[config.mk]
export PLATFORM = sky130hd
export DESIGN_NAME = item_memory_multiport
export DESIGN_NICKNAME = d
export VERILOG_FILES = /design/src/rtl/item_memory_pkg.sv /design/src/rtl/item_memory_lane.sv /design/src/rtl/item_memory_multiport.sv
export SDC_FILE = /design/constraint.sdc
export NUM_CORES = 2
export LEC_CHECK = 0
export ABC_CLOCK_PERIOD_IN_PS = 5900
export CORE_AREA = 2 2 633 635
export CTS_CLUSTER_SIZE = 12
export DETAILED_ROUTE_END_ITERATION = 12
export DIE_AREA = 0 0 635 637
export PLACE_DENSITY = 0.51
export SETUP_SLACK_MARGIN = 0.4
export SYNTH_ARGS = -nofsm -noshare
export SYNTH_HDL_FRONTEND = slang
export SYNTH_SLANG_ARGS = --single-unit
[constraint.sdc]
create_clock -name clk_i -period 5.9 [get_ports clk_i]
set_input_delay 0.885 -clock clk_i [delete_from_list [all_inputs] [get_ports clk_i]]
set_output_delay 0.885 -clock clk_i [all_outputs]
set_load 0.03 [all_outputs]
[src/rtl/item_memory_pkg.sv]
// +----------------------------------------------------------------------------+
// | item_memory_pkg : shared types and width helpers for the item memory        |
// | Rev 1.0                                                                     |
// +----------------------------------------------------------------------------+
`default_nettype none

package item_memory_pkg;

  typedef enum logic {
    IM_MODE_CA90 = 1'b0,
    IM_MODE_CIM  = 1'b1
  } im_mode_e;

  // Index width that stays legal for single-entry tables.
  function automatic int unsigned im_index_width(input int unsigned n);
    return (n > 1) ? $clog2(n) : 1;
  endfunction

  // Level 0 flips nothing, the top level flips half the hypervector.
  function automatic int unsigned cim_flip_count(input int unsigned level,
                                                 input int unsigned hv_dim,
                                                 input int unsigned levels);
    return (level * (hv_dim / 2)) / (levels - 1);
  endfunction

endpackage

`default_nettype wire

[src/rtl/item_memory_lane.sv]
// +----------------------------------------------------------------------------+
// | item_memory_lane : one lookup port - CA90 item expansion or CiM level HV    |
// | Rev 1.0                                                                     |
// +----------------------------------------------------------------------------+
`default_nettype none

module item_memory_lane
  import item_memory_pkg::*;
#(
  parameter int unsigned HVDimension  = 512,
  parameter int unsigned NumPerImBank = 128,
  parameter int unsigned SeedWidth    = 32,
  parameter int unsigned NumImSets    = 8,
  parameter int unsigned NumCimLevels = 256,
  parameter int unsigned ImAddrWidth  = 10
) (
  input  logic                                en_i,
  input  im_mode_e                            mode_i,
  input  logic [ImAddrWidth-1:0]              addr_i,
  input  logic [NumImSets-1:0][SeedWidth-1:0] im_seed_i,
  input  logic [SeedWidth-1:0]                cim_seed_i,
  output logic [HVDimension-1:0]              hv_o
);

  localparam int unsigned BankWidth = im_index_width(NumImSets);
  localparam int unsigned StepWidth = im_index_width(NumPerImBank);
  localparam int unsigned Reps      = HVDimension / SeedWidth;

  // 2^k steps of rule 90 collapse to neighbours at distance 2^k (GF(2) linearity).
  function automatic logic [HVDimension-1:0] ca90_jump(input logic [HVDimension-1:0] x,
                                                        input int unsigned d);
    return ((x << d) | (x >> (HVDimension - d))) ^ ((x >> d) | (x << (HVDimension - d)));
  endfunction

  logic [BankWidth-1:0]   bank;
  logic [StepWidth-1:0]   step;
  logic [ImAddrWidth-1:0] cim_level;
  int unsigned            flips;
  logic [HVDimension-1:0] ca90_hv;
  logic [HVDimension-1:0] cim_mask;
  logic [HVDimension-1:0] cim_hv;

  assign bank = BankWidth'(addr_i / ImAddrWidth'(NumPerImBank));
  assign step = StepWidth'(addr_i % ImAddrWidth'(NumPerImBank));

  always_comb begin
    ca90_hv = {Reps{im_seed_i[bank]}};
    for (int unsigned m = 0; m < StepWidth; m++) begin
      if (step[m]) ca90_hv = ca90_jump(ca90_hv, 1 << m);
    end
  end

  assign cim_level = (addr_i >= ImAddrWidth'(NumCimLevels)) ?
                     ImAddrWidth'(NumCimLevels - 1) : addr_i;
  assign flips     = cim_flip_count(32'(cim_level), HVDimension, NumCimLevels);

  always_comb begin
    cim_mask = '0;
    for (int unsigned i = 0; i < HVDimension; i++) begin
      cim_mask[i] = (i < flips);
    end
  end

  assign cim_hv = {Reps{cim_seed_i}} ^ cim_mask;

  always_comb begin
    hv_o = '0;
    if (en_i) hv_o = (mode_i == IM_MODE_CIM) ? cim_hv : ca90_hv;
  end

endmodule

`default_nettype wire

[src/rtl/item_memory_multiport.sv]
// +----------------------------------------------------------------------------+
// | item_memory_multiport : pipelined N-port CA90/CiM item memory with seed cfg |
// | Optional input stage: ITEM_MEMORY_MULTIPORT_IN_REG_EN. Rev 1.0              |
// +----------------------------------------------------------------------------+
`default_nettype none

module item_memory_multiport
  import item_memory_pkg::*;
#(
  parameter  int unsigned HVDimension   = 512,
  parameter  int unsigned NumTotIm      = 1024,
  parameter  int unsigned NumPerImBank  = 128,
  parameter  int unsigned SeedWidth     = 32,
  parameter  int unsigned NumPorts      = 3,
  parameter  int unsigned NumCimLevels  = 256,
  localparam int unsigned ImAddrWidth   = $clog2(NumTotIm),
  localparam int unsigned NumImSets     = NumTotIm / NumPerImBank,
  localparam int unsigned SeedAddrWidth = $clog2(NumImSets + 1)
) (
  input  logic                                  clk_i,
  input  logic                                  rst_ni,
  input  logic                                  cfg_seed_valid_i,
  output logic                                  cfg_seed_ready_o,
  input  logic [SeedAddrWidth-1:0]              cfg_seed_addr_i,
  input  logic [SeedWidth-1:0]                  cfg_seed_data_i,
  input  logic                                  req_valid_i,
  output logic                                  req_ready_o,
  input  logic [NumPorts-1:0]                   req_port_en_i,
  input  logic [NumPorts-1:0]                   req_cim_i,
  input  logic [NumPorts-1:0][ImAddrWidth-1:0]  req_addr_i,
  output logic                                  rsp_valid_o,
  input  logic                                  rsp_ready_i,
  output logic [NumPorts-1:0][HVDimension-1:0]  rsp_hv_o
);

  typedef struct packed {
    logic                   en;
    im_mode_e               mode;
    logic [ImAddrWidth-1:0] addr;
  } lane_req_t;

  logic [NumImSets-1:0][SeedWidth-1:0]  im_seed_q, im_seed_d;
  logic [SeedWidth-1:0]                 cim_seed_q, cim_seed_d;
  logic                                 s1_v_q, s1_v_d;
  logic [NumPorts-1:0][HVDimension-1:0] rsp_hv_q, rsp_hv_d;
  lane_req_t [NumPorts-1:0]             in_req;
  lane_req_t [NumPorts-1:0]             lk_req;
  logic [NumPorts-1:0][HVDimension-1:0] lk_hv;
  logic                                 lk_v;
  logic                                 adv;
  logic                                 cfg_fire;
  logic                                 req_fire;

  always_comb begin
    in_req = '0;
    for (int unsigned p = 0; p < NumPorts; p++) begin
      in_req[p].en   = req_port_en_i[p];
      in_req[p].mode = im_mode_e'(req_cim_i[p]);
      in_req[p].addr = req_addr_i[p];
    end
  end

  assign adv = !s1_v_q | rsp_ready_i;

`ifdef ITEM_MEMORY_MULTIPORT_IN_REG_EN
  logic                     s0_v_q, s0_v_d;
  lane_req_t [NumPorts-1:0] s0_req_q, s0_req_d;
  logic                     s0_load;

  // Seed writes only land on an empty pipe and take priority over a new bundle.
  always_comb begin
    s0_load          = !s0_v_q | adv;
    cfg_seed_ready_o = !s0_v_q & !s1_v_q;
    cfg_fire         = cfg_seed_valid_i & cfg_seed_ready_o;
    req_ready_o      = s0_load & !cfg_fire;
    req_fire         = req_valid_i & req_ready_o;
    s0_v_d           = s0_load ? req_fire : s0_v_q;
    s0_req_d         = req_fire ? in_req : s0_req_q;
    lk_v             = s0_v_q;
    lk_req           = s0_req_q;
  end

  always_ff @(posedge clk_i or negedge rst_ni) begin
    if (!rst_ni) begin
      s0_v_q   <= 1'b0;
      s0_req_q <= '0;
    end else begin
      s0_v_q   <= s0_v_d;
      s0_req_q <= s0_req_d;
    end
  end
`else
  always_comb begin
    cfg_seed_ready_o = !s1_v_q;
    cfg_fire         = cfg_seed_valid_i & cfg_seed_ready_o;
    req_ready_o      = adv & !cfg_fire;
    req_fire         = req_valid_i & req_ready_o;
    lk_v             = req_fire;
    lk_req           = in_req;
  end
`endif

  // Addresses beyond the CiM slot are accepted but leave every seed untouched.
  always_comb begin
    im_seed_d  = im_seed_q;
    cim_seed_d = cim_seed_q;
    if (cfg_fire) begin
      for (int unsigned b = 0; b < NumImSets; b++) begin
        if (cfg_seed_addr_i == SeedAddrWidth'(b)) im_seed_d[b] = cfg_seed_data_i;
      end
      if (cfg_seed_addr_i == SeedAddrWidth'(NumImSets)) cim_seed_d = cfg_seed_data_i;
    end
  end

  always_comb begin
    s1_v_d   = adv ? lk_v : s1_v_q;
    rsp_hv_d = (adv & lk_v) ? lk_hv : rsp_hv_q;
  end

  always_ff @(posedge clk_i or negedge rst_ni) begin
    if (!rst_ni) begin
      im_seed_q  <= '0;
      cim_seed_q <= '0;
      s1_v_q     <= 1'b0;
      rsp_hv_q   <= '0;
    end else begin
      im_seed_q  <= im_seed_d;
      cim_seed_q <= cim_seed_d;
      s1_v_q     <= s1_v_d;
      rsp_hv_q   <= rsp_hv_d;
    end
  end

  for (genvar p = 0; p < NumPorts; p++) begin : g_lane
    item_memory_lane #(
      .HVDimension (HVDimension),
      .NumPerImBank(NumPerImBank),
      .SeedWidth   (SeedWidth),
      .NumImSets   (NumImSets),
      .NumCimLevels(NumCimLevels),
      .ImAddrWidth (ImAddrWidth)
    ) u_lane (
      .en_i      (lk_req[p].en),
      .mode_i    (lk_req[p].mode),
      .addr_i    (lk_req[p].addr),
      .im_seed_i (im_seed_q),
      .cim_seed_i(cim_seed_q),
      .hv_o      (lk_hv[p])
    );
  end

  assign rsp_valid_o = s1_v_q;
  assign rsp_hv_o    = rsp_hv_q;

endmodule

`default_nettype wire

**Cell area per tile**

The die is cut into 32 by 32 equal tiles; black is low, pale yellow is high, 0 to 100% covered.
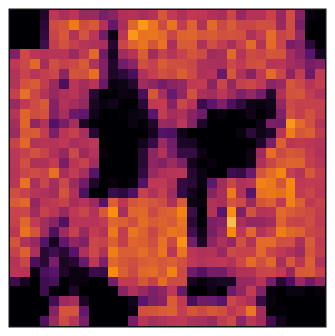
The fullest tile reaches 86%. 0.70% of the tiles are over 75% full. 14% of the tiles are nearly empty.
Core ar.: 398,000 um^2
initial core utilization: 26.3%
Final Util: 40.0%

**Placement by cell class**

Scale: 1 px per um. Fill, decap, tap and diode cells in grey.
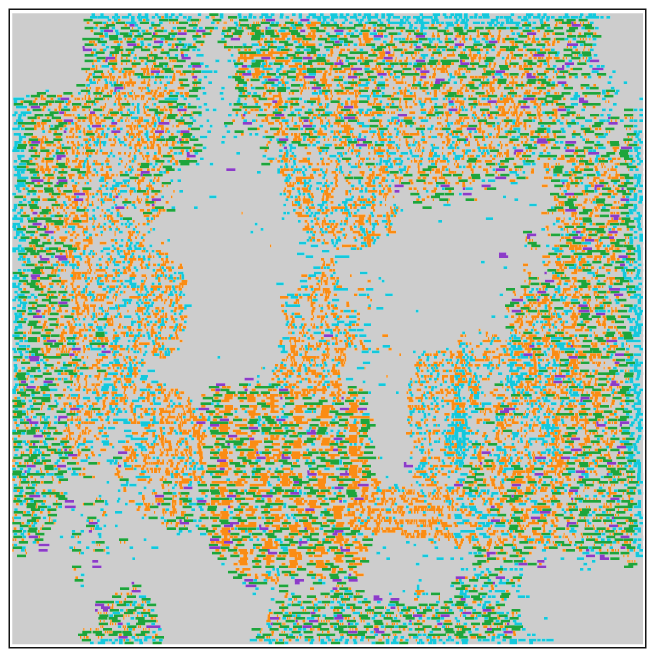
Key: clock drivers and dummy loads = purple [cells 408, share of their area 5.1%]; all other logic = orange [cells 8,359, share of their area 40%]; other buffers and delay cells = cyan [cells 4,062, share of their area 25%]; flip-flops = green [cells 1,825, share of their area 30%]
FP Rows: 232
Design Area, Final: 159,000 um^2

==> flow_summary.ini <==
; implementation run metrics
[timing]
setup_viol = 971
setup_ws_ns = -2.83
tns_ns = -1970.84
finalCriticalPeriod_ns = 8.73
fmax_ghz = 0.115
rsz0062_at_grt = true
worst_pin_slew_ns = 1.33
hold_viol_final = 0

[critical_path]
crit_top_cell = buf_4
crit_type = in2reg
critPathBufInv = 33
crit_path_end_kind = flip-flop
crit_family = buffers and inverters
critPathMaxStageDelay_ns = 0.40
cp-start-kind = input port
crit_slowest_cell = or3_4

[pwr]
powerClk_mw = 14.9
p_comb_mw = 30.0
ir_worst_vdd_mv = 0.267
p_int_mw = 36.6
sequentialPower_mw = 18.6
seqPwrFrac_pct = 29.3
power_switching_mw = 27.0
power_leakage_nw = 74.9
switching_share_pct = 42.4
power.density_nw_per_um2 = 400

[global_route]
grt.overflow.total = 0
grt_max_degree = 189
met1_usage_pct = 38.1
busiest_layer = met2
met3_usage_pct = 6.97
grt_pass1_wl_mm = 895
grt_pass1_vias = 103163
antenna_found_initial = 63
grt_use_met2_pct = 50.3

[route]
post_drt_wl_per_cell_um = 33.4
wl_mm = 666
drt-met1-wl_mm = 254
drt_iter0_markers = 11445
via_per_inst = 5.35
firstDrtPassIters = 6
drtAntennaViolNets = 0
met2_length_mm = 301
num_vias = 106787

[yosys]
synth.largest_area_cell = dfrtp_1
ys.warnings.count = 0
yosys_area_um2 = 105000
yosysTopAreaCellShare_pct = 43.6
simple_gate_share_pct = 11.0
top_logic_kind = AND-OR/OR-AND gates
ys_cells = 11092
synthDistinctLibCells = 106
ff_type = dfrtp_1
synthAdderAreaFrac_pct = 0.296
synthCells = 11092
async_reset_ff_share_pct = 100
yosysSeqAreaShare_pct = 43.6
topCellsByArea = dfrtp_1 44%, xnor2_1 7.7%, nand2_1 6.9%
synth_area_um2 = 105000
most_common_cell = nand2_1
xor_area_share_pct = 11.3
synthAoiAreaFrac_pct = 20.2
ys_ff = 1825
edf_count = 0

[status]
outcome = finished with violations
violations = setup timing

[layout]
final_cells = 19944
lay_top_count = buf_4
final_nets = 14570
final_cell_mix = 2,076 x buf_4, 1,893 x nand2_1, 1,793 x dfrtp_1

[floorplan]
pin_count = 1616
dieArea_um2 = 404000
die_y_um = 637

[clocking]
cts_max_path_buffers = 4
cts_sinks = 1825
clk_transition_reported_paths_ns = 0.06
htree_levels = 4

[place]
port-buffer-count = 1615
globalplace.congestion = 1.01
dp.cells = 19274
postPlaceCellArea_um2 = 145000

[min_path]
hold_path.class = reg2reg

[flow_run]
drv_cap = 0
**Clock wires, drivers and flops**

Scale: 1 px per um.
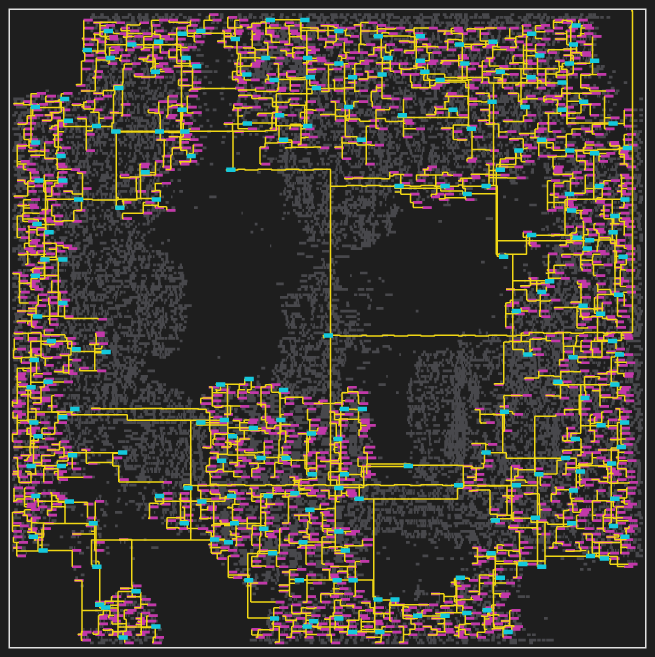
Key: cells driving clock nets = cyan [count 221]; flip-flops = magenta [count 1,825]; clock wires = yellow [length 29.6 mm]
There are 222 routed clock nets. Position of the flops: widely spread.
later-pin clock latency in the skew report: 1.00 ns
Clock Skew: 0.0836 ns
Clk pwr share: 23.4%

**Close-up of the layout**

Region (305, 306) to (330, 331) um. Cells in grey, sequential cells in the stronger grey; small squares are vias.
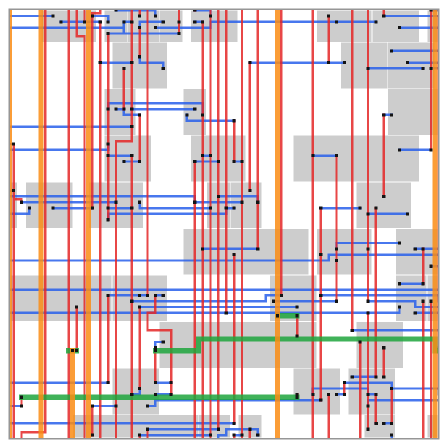
Key: met4 = orange; met3 = green; met1 = blue; met2 = red
36 logic cells have their middle in the window. Sequential cells in the window: 0. Most frequent: buf_4 (7), nand2_1 (5), xor2_1 (5).

## timing repair
action                      CTS  global route
gates resized               425           457
pin swaps                   237           266
hold endpoints to repair     75             0
setup buffers               130            95
gates cloned                  7             4
setup endpoints to repair  1013          1457
hold buffers                  1             0
## per-stage QoR
stage	power (mW)	hold WS, ns	setup slack [ns]
3_5_place_dp	47.6	0.456	-4.22
3_3_place_gp	47.5	0.454	-4.06
5_1_grt	65.9	0.484	-3.09
2_1_floorplan	32.5	0.508	-4.89
4_1_cts	63.0	0.439	-2.50
6_report	63.5	0.463	-2.83
## cell families after synthesis
logic type	count (synthesis)
muxes	782
DFF	1825
xor gates and xnor gates	1350
buffers and inverters	977
other	1
and+or+nand+nor	2772
adders and majority gates	25
AOI/OAI and AO/OA	3360
## final timing paths
path	slack [ns]	to	startpoint
worst min register to register	0.46	rsp_hv_o[771]	rsp_hv_o[771]
worst min-delay path	0.46	rsp_hv_o[771]	rsp_hv_o[771]
worst max register to register	1.39	rsp_hv_o[18]	im_seed_q[219]
max in group asynchronous	3.62	rsp_hv_o[75]	rst_ni
worst max-delay path	-2.83	rsp_hv_o[1296]	req_addr_i[28]
min in group asynchronous	0.55	rsp_hv_o[470]	rst_ni
## cell type report
type | count | area, um^2
inverter | 65 | 260
fill | 39317 | 239000
clock buffer | 316 | 6460
clock inverter | 92 | 1280
multi-input combinational | 8294 | 60200
tap | 5265 | 6590
sequential | 1825 | 45800
timing repair buffer | 4062 | 38400
antenna | 25 | 62.6
## flip-flops by register name, indices dropped and copies added, names as in the netlist
signal and flops:
cim_seed_q 32, im_seed_q 256, rsp_hv_o 1536, rsp_valid_o 1
Power and IR drop assume default switching activity.
